**Clock nets**

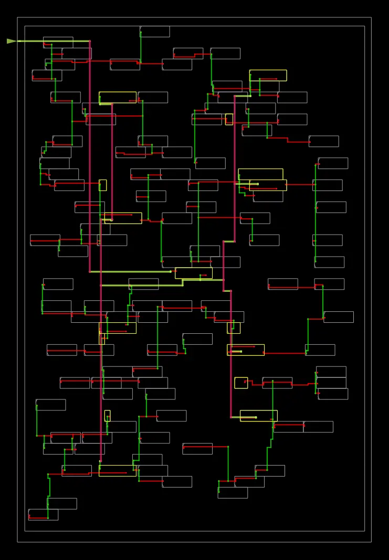
**Cell density map**

(3 px per um) 9 x 13 tiles, from black (low) to pale yellow (high), 0 to 100% covered.
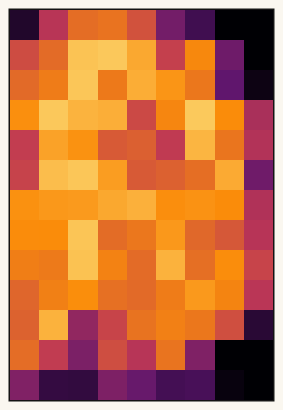
**Placement by cell class**

(2 px per um)
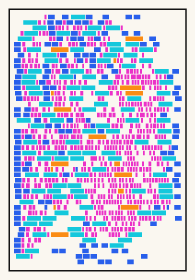
**Pin placement**

(3 px per um) Pins as bars across the die edge, other pins in gray.
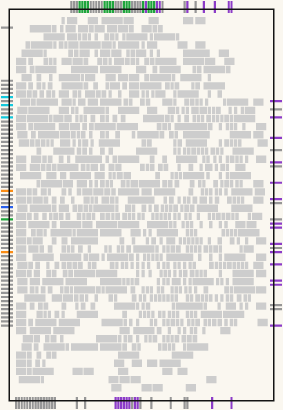
`src/rtl/rv32i_mem_pkg.sv`:
```
// Shared encodings for the rv32i memory responder.
// funct3 sizes, FSM states and the access legality check.
package rv32i_mem_pkg;

    localparam logic [2:0] F3_B  = 3'b000;
    localparam logic [2:0] F3_H  = 3'b001;
    localparam logic [2:0] F3_W  = 3'b010;
    localparam logic [2:0] F3_BU = 3'b100;
    localparam logic [2:0] F3_HU = 3'b101;

    localparam logic [2:0] S_IDLE    = 3'd0;
    localparam logic [2:0] S_RD_LO   = 3'd1;
    localparam logic [2:0] S_RD_HI   = 3'd2;
    localparam logic [2:0] S_RD_LAST = 3'd3;
    localparam logic [2:0] S_WR_LO   = 3'd4;
    localparam logic [2:0] S_WR_HI   = 3'd5;
    localparam logic [2:0] S_RESP    = 3'd6;

    typedef enum logic [2:0] {
        ST_IDLE    = S_IDLE,
        ST_RD_LO   = S_RD_LO,
        ST_RD_HI   = S_RD_HI,
        ST_RD_LAST = S_RD_LAST,
        ST_WR_LO   = S_WR_LO,
        ST_WR_HI   = S_WR_HI,
        ST_RESP    = S_RESP
    } state_e;

    // Unsigned sizes exist only for loads.
    function automatic logic access_ok(
        input logic       is_load,
        input logic [2:0] f3,
        input logic [1:0] a
    );
        logic ok_f3;
        logic ok_al;
        case (f3)
            F3_B:    begin ok_f3 = 1'b1;    ok_al = 1'b1;      end
            F3_H:    begin ok_f3 = 1'b1;    ok_al = ~a[0];     end
            F3_W:    begin ok_f3 = 1'b1;    ok_al = (a == 2'b00); end
            F3_BU:   begin ok_f3 = is_load; ok_al = 1'b1;      end
            F3_HU:   begin ok_f3 = is_load; ok_al = ~a[0];     end
            default: begin ok_f3 = 1'b0;    ok_al = 1'b1;      end
        endcase
        return ok_f3 & ok_al;
    endfunction

endpackage

```
`src/rtl/sign_ext.sv`:
```
// Sign extension of an INPUT_LEN-bit value to OUTPUT_LEN bits.
module sign_ext #(
    parameter int INPUT_LEN  = 8,
    parameter int OUTPUT_LEN = 32
) (
    input  logic [INPUT_LEN-1:0]  data_i,
    output logic [OUTPUT_LEN-1:0] data_o
);

    assign data_o = {{(OUTPUT_LEN-INPUT_LEN){data_i[INPUT_LEN-1]}}, data_i};

endmodule

```
`src/rtl/rv32i_mem_responder.sv`:
```
// Services rv32i load/store requests over a 16-bit synchronous SRAM,
// with lane selection, load extension and misalignment detection.
module rv32i_mem_responder
    import rv32i_mem_pkg::*;
#(
    parameter int XLEN          = 32,
    parameter int MEM_ADDR_BITS = 16
) (
    input  logic                     clk_i,
    input  logic                     reset_i,
    input  logic [XLEN-1:0]          memory_addr_i,
    input  logic                     memory_read_i,
    input  logic                     memory_write_i,
    input  logic [2:0]               funct3_i,
    input  logic [XLEN-1:0]          write_data_i,
    output logic [XLEN-1:0]          read_data_o,
    output logic                     busy_o,
    output logic                     done_o,
    output logic                     error_o,
    output logic [MEM_ADDR_BITS-1:0] sram_addr_o,
    output logic                     sram_re_o,
    output logic                     sram_we_o,
    output logic [1:0]               sram_be_o,
    output logic [15:0]              sram_data_o,
    input  logic [15:0]              sram_data_i
);

    state_e                   state_q, state_d;
    logic [MEM_ADDR_BITS:0]   addr_q, addr_d;
    logic [2:0]               f3_q, f3_d;
    logic [XLEN-1:0]          wd_q, wd_d;
    logic [15:0]              lo_q, lo_d;
    logic                     err_q, err_d;
    logic [XLEN-1:0]          rdata_q, rdata_d;

    logic [MEM_ADDR_BITS-1:0] hw;
    logic [MEM_ADDR_BITS-1:0] hw_hi;
    logic [7:0]               byte_sel;
    logic [XLEN-1:0]          sext_b;
    logic [XLEN-1:0]          sext_h;
    logic [XLEN-1:0]          result;
    logic                     unused_addr;

    // Byte address bits above the SRAM window alias onto it.
    assign unused_addr = ^memory_addr_i[XLEN-1:MEM_ADDR_BITS+1];

    assign hw       = addr_q[MEM_ADDR_BITS:1];
    assign hw_hi    = {hw[MEM_ADDR_BITS-1:1], 1'b1};
    assign byte_sel = addr_q[0] ? sram_data_i[15:8] : sram_data_i[7:0];

    sign_ext #(.INPUT_LEN(8), .OUTPUT_LEN(XLEN)) u_sext_b (
        .data_i (byte_sel),
        .data_o (sext_b)
    );

    sign_ext #(.INPUT_LEN(16), .OUTPUT_LEN(XLEN)) u_sext_h (
        .data_i (sram_data_i),
        .data_o (sext_h)
    );

    always_comb begin
        unique case (f3_q)
            F3_B:    result = sext_b;
            F3_BU:   result = {{(XLEN-8){1'b0}}, byte_sel};
            F3_H:    result = sext_h;
            F3_HU:   result = {{(XLEN-16){1'b0}}, sram_data_i};
            default: result = {sram_data_i, lo_q};
        endcase
    end

    always_comb begin
        state_d = state_q;
        addr_d  = addr_q;
        f3_d    = f3_q;
        wd_d    = wd_q;
        lo_d    = lo_q;
        err_d   = err_q;
        rdata_d = rdata_q;
        unique case (state_q)
            ST_IDLE: begin
                if (memory_read_i || memory_write_i) begin
                    addr_d = memory_addr_i[MEM_ADDR_BITS:0];
                    f3_d   = funct3_i;
                    wd_d   = write_data_i;
                    if ((memory_read_i && memory_write_i) ||
                        !access_ok(memory_read_i, funct3_i,
                                   memory_addr_i[1:0])) begin
                        err_d   = 1'b1;
                        state_d = ST_RESP;
                    end else begin
                        err_d   = 1'b0;
                        state_d = memory_read_i ? ST_RD_LO : ST_WR_LO;
                    end
                end
            end
            ST_RD_LO:
                state_d = (f3_q == F3_W) ? ST_RD_HI : ST_RD_LAST;
            ST_RD_HI: begin
                lo_d    = sram_data_i;
                state_d = ST_RD_LAST;
            end
            ST_RD_LAST: begin
                rdata_d = result;
                state_d = ST_RESP;
            end
            ST_WR_LO:
                state_d = (f3_q == F3_W) ? ST_WR_HI : ST_RESP;
            ST_WR_HI:
                state_d = ST_RESP;
            default:
                state_d = ST_IDLE;
        endcase
    end

    always_ff @(posedge clk_i) begin
        if (reset_i) begin
            state_q <= ST_IDLE;
            addr_q  <= '0;
            f3_q    <= '0;
            wd_q    <= '0;
            lo_q    <= '0;
            err_q   <= 1'b0;
            rdata_q <= '0;
        end else begin
            state_q <= state_d;
            addr_q  <= addr_d;
            f3_q    <= f3_d;
            wd_q    <= wd_d;
            lo_q    <= lo_d;
            err_q   <= err_d;
            rdata_q <= rdata_d;
        end
    end

    always_comb begin
        sram_addr_o = '0;
        sram_re_o   = 1'b0;
        sram_we_o   = 1'b0;
        sram_be_o   = 2'b00;
        sram_data_o = '0;
        unique case (state_q)
            ST_RD_LO: begin
                sram_re_o   = 1'b1;
                sram_addr_o = hw;
            end
            ST_RD_HI: begin
                sram_re_o   = 1'b1;
                sram_addr_o = hw_hi;
            end
            ST_WR_LO: begin
                sram_we_o   = 1'b1;
                sram_addr_o = hw;
                if (f3_q == F3_B) begin
                    sram_be_o   = addr_q[0] ? 2'b10 : 2'b01;
                    sram_data_o = {wd_q[7:0], wd_q[7:0]};
                end else begin
                    sram_be_o   = 2'b11;
                    sram_data_o = wd_q[15:0];
                end
            end
            ST_WR_HI: begin
                sram_we_o   = 1'b1;
                sram_addr_o = hw_hi;
                sram_be_o   = 2'b11;
                sram_data_o = wd_q[XLEN-1:16];
            end
            default: ;
        endcase
    end

    assign read_data_o = rdata_q;
    assign busy_o      = (state_q != ST_IDLE);
    assign done_o      = (state_q == ST_RESP);
    assign error_o     = (state_q == ST_RESP) && err_q;

endmodule

```
`config.mk`:
```
export PLATFORM = sky130hd
export DESIGN_NAME = rv32i_mem_responder
export DESIGN_NICKNAME = d
export VERILOG_FILES = /design/src/rtl/rv32i_mem_pkg.sv /design/src/rtl/sign_ext.sv /design/src/rtl/rv32i_mem_responder.sv
export SDC_FILE = /design/constraint.sdc
export NUM_CORES = 1
export LEC_CHECK = 0
export ABC_AREA = 1
export ABC_CLOCK_PERIOD_IN_PS = 4700
export CAP_MARGIN = 20
export CORE_ASPECT_RATIO = 1.5
export CORE_MARGIN = 1.5
export CORE_UTILIZATION = 52
export CTS_CLUSTER_DIAMETER = 100
export DETAILED_ROUTE_END_ITERATION = 8
export MAX_ROUTING_LAYER = met4
export PLACE_DENSITY = 0.86
export RECOVER_POWER = 50
export SLEW_MARGIN = 25
export SYNTH_ARGS = -nofsm -noshare
export SYNTH_HDL_FRONTEND = slang
export SYNTH_HIERARCHICAL = 1
export SYNTH_SLANG_ARGS = --single-unit
```
`constraint.sdc`:
```
create_clock -name clk_i -period 4.7 [get_ports clk_i]
set_clock_uncertainty 0.05 [all_clocks]
set_input_delay 0.705 -clock clk_i [delete_from_list [all_inputs] [get_ports clk_i]]
set_output_delay 0.705 -clock clk_i [all_outputs]
set_load 0.02 [all_outputs]
```
==> results.txt <==
Purpose: to document the outcome of synthesis and place and route.

Logic synthesis
The cell count listed in synth_stat.txt is 866. Post-synthesis, Yosys gives the total cell area as roughly 5600 sq um. The count of unique library cells instantiated by Yosys is 24.

Summed over its instances, the top area cell type makes up a little under two fifths of the synthesized netlist area. The sequential-to-total area share from yosys stat is 37.2%. The cell type contributing the most total cell area after synthesis is sky130_fd_sc_hd__dfxtp_1.

Place
For this run the detailed placement stage logged an HPWL of between 9 and 10 mm. The congestion estimate from routability-driven global placement came to around 0.9. The cell area after placement is 6550 sq um.

Status
The final reports fail on capacitance limit, slew limit. The flow ran to the end, but the final reports show violations.

Layout
The combinational gate area is 2390 sq um. The area overhead of the layout relative to synthesis is 22.0%. The final report gives the standard cell area, fillers excluded, as between 6000 and 7000 sq um.

GRT
The global-route total usage across every layer is a little over a quarter. The number of global-route vias before repair is between 4000 and 5000. The pin count of the biggest net entering global routing is approximately 72.

Clock tree
The total number of H-tree levels is 3. The maximum clock path buffer count is 2. The clock root buffer master is sky130_fd_sc_hd__clkbuf_16. The number of buffers inserted by hold repair at cts is 0.

The clock net in this run drives a total of approximately 100 sinks. On the reported timing paths, the clock transition at the registers reads roughly 0.07 ns.

Route
The pre-antenna-repair detailed-routing pass consisted of 8 iterations. The routed length per instance is approximately 13 um. Per the detailed-route log, wirelength across all metal layers totals 14.2 mm.

The detail route stage leaves a number of antenna-violating nets equal to 0.

Power
Summing internal, switching and leakage power gives slightly above 4 mW. Per the summary, power density relative to cell area is slightly below 600 nW/um^2. The leakage power is around 3.1 nW.

Die
The core utilization before placement is 53.1%. The overall die width is about 88 um. Measured along the y axis, the die boundary spans around 130 um.

Job
In this run the maximum-capacitance check reported violations numbering 1.

Final timing
The total count of max-transition violations in the final report is a little over 70. In the post-route analysis, the smallest setup slack over all paths is 0.902 ns.
About 'clock nets':
clock buffer instance count of the final layout: 11
Insertion Delay late pin: 0.36 ns

About 'cell density map':
fullest tile	88%
nearly empty tiles	5.1%
mean over tiles	58%
tiles over 75% full	30%

About 'placement by cell class':
class	color	cells	share of their area
other buffers and delay cells	blue	148	22%
clock drivers and dummy loads	orange	16	4.4%
flops	cyan	104	31%
all other logic	magenta	652	42%

About 'pin placement':
port	color	pins	direction	edge
`sram_re_o`	blue	1	output	left
`sram_addr_o`	green	16	output	15 top, 1 left
`funct3_i`	cyan	3	input	left
`sram_be_o`	orange	2	output	left
`read_data_o`	purple	32	output	14 right, 10 bottom, 8 top
all pins by edge	62 left, 41 top, 33 bottom, 22 right

path summary, 6_finish.rpt:
kind / startpoint / endpoint / slack, ns / depth (start not counted)
worst max-delay path: reset_i / f3_q[2] / 0.90 / 6
worst min-delay path: wd_q[28] / wd_q[28] / 0.40 / 2
worst max register to register: state_q[1] / wd_q[7] / 1.45 / 7
worst min register to register: wd_q[28] / wd_q[28] / 0.40 / 2
kinds of logic after synthesis:
kind of cell           Yosys count  share of synthesized area [%]
buffers and inverters          224                           20.0
AND-OR/OR-AND                  239                           21.9
AND/OR/NAND/NOR                299                           20.9
flip-flops                     104                           37.2
critical path, stage by stage:
cell and delay [ns]:
sky130_fd_sc_hd__dlygate4sd3_1 0.52, sky130_fd_sc_hd__clkbuf_1 1.01, sky130_fd_sc_hd__inv_1 0.84, sky130_fd_sc_hd__clkbuf_1 0.52
sky130_fd_sc_hd__o21ai_0 0.24, sky130_fd_sc_hd__a21oi_1 0.07
cell type report:
cell class | instances | share of cell area [%]
sequential | 104 | 30.5
timing repair buffer | 148 | 21.3
tap | 144 | 2.64
inverter | 114 | 6.27
multi-input combinational | 538 | 35.0
clock buffer | 11 | 3.41
clock inverter | 5 | 0.844
stage by stage:
step | hold WS (ns) | std cells
floorplan | 0.375 | 866
global placement | 0.386 | 1048
detailed placement | 0.389 | 1048
CTS | 0.400 | 1064
global route | 0.422 | 1064
finish | 0.401 | 1064
layer usage:
metal / vias to the layer above / wire (um) / track usage (%)
li1: 2762 / - / -
met4: 0 / 380 / 12.0
met5: - / 0 / -
met2: 214 / 7380 / 44.5
met3: 27 / 840 / 4.43
met1: 2351 / 5630 / 30.0
power breakdown:
group	total, mW	internal [mW]	switching, mW
Combinational	1.97	0.687	1.28
Sequential	1.31	1.17	0.142
Clock	0.752	0.414	0.338
Power is estimated from default activity; no workload was simulated.
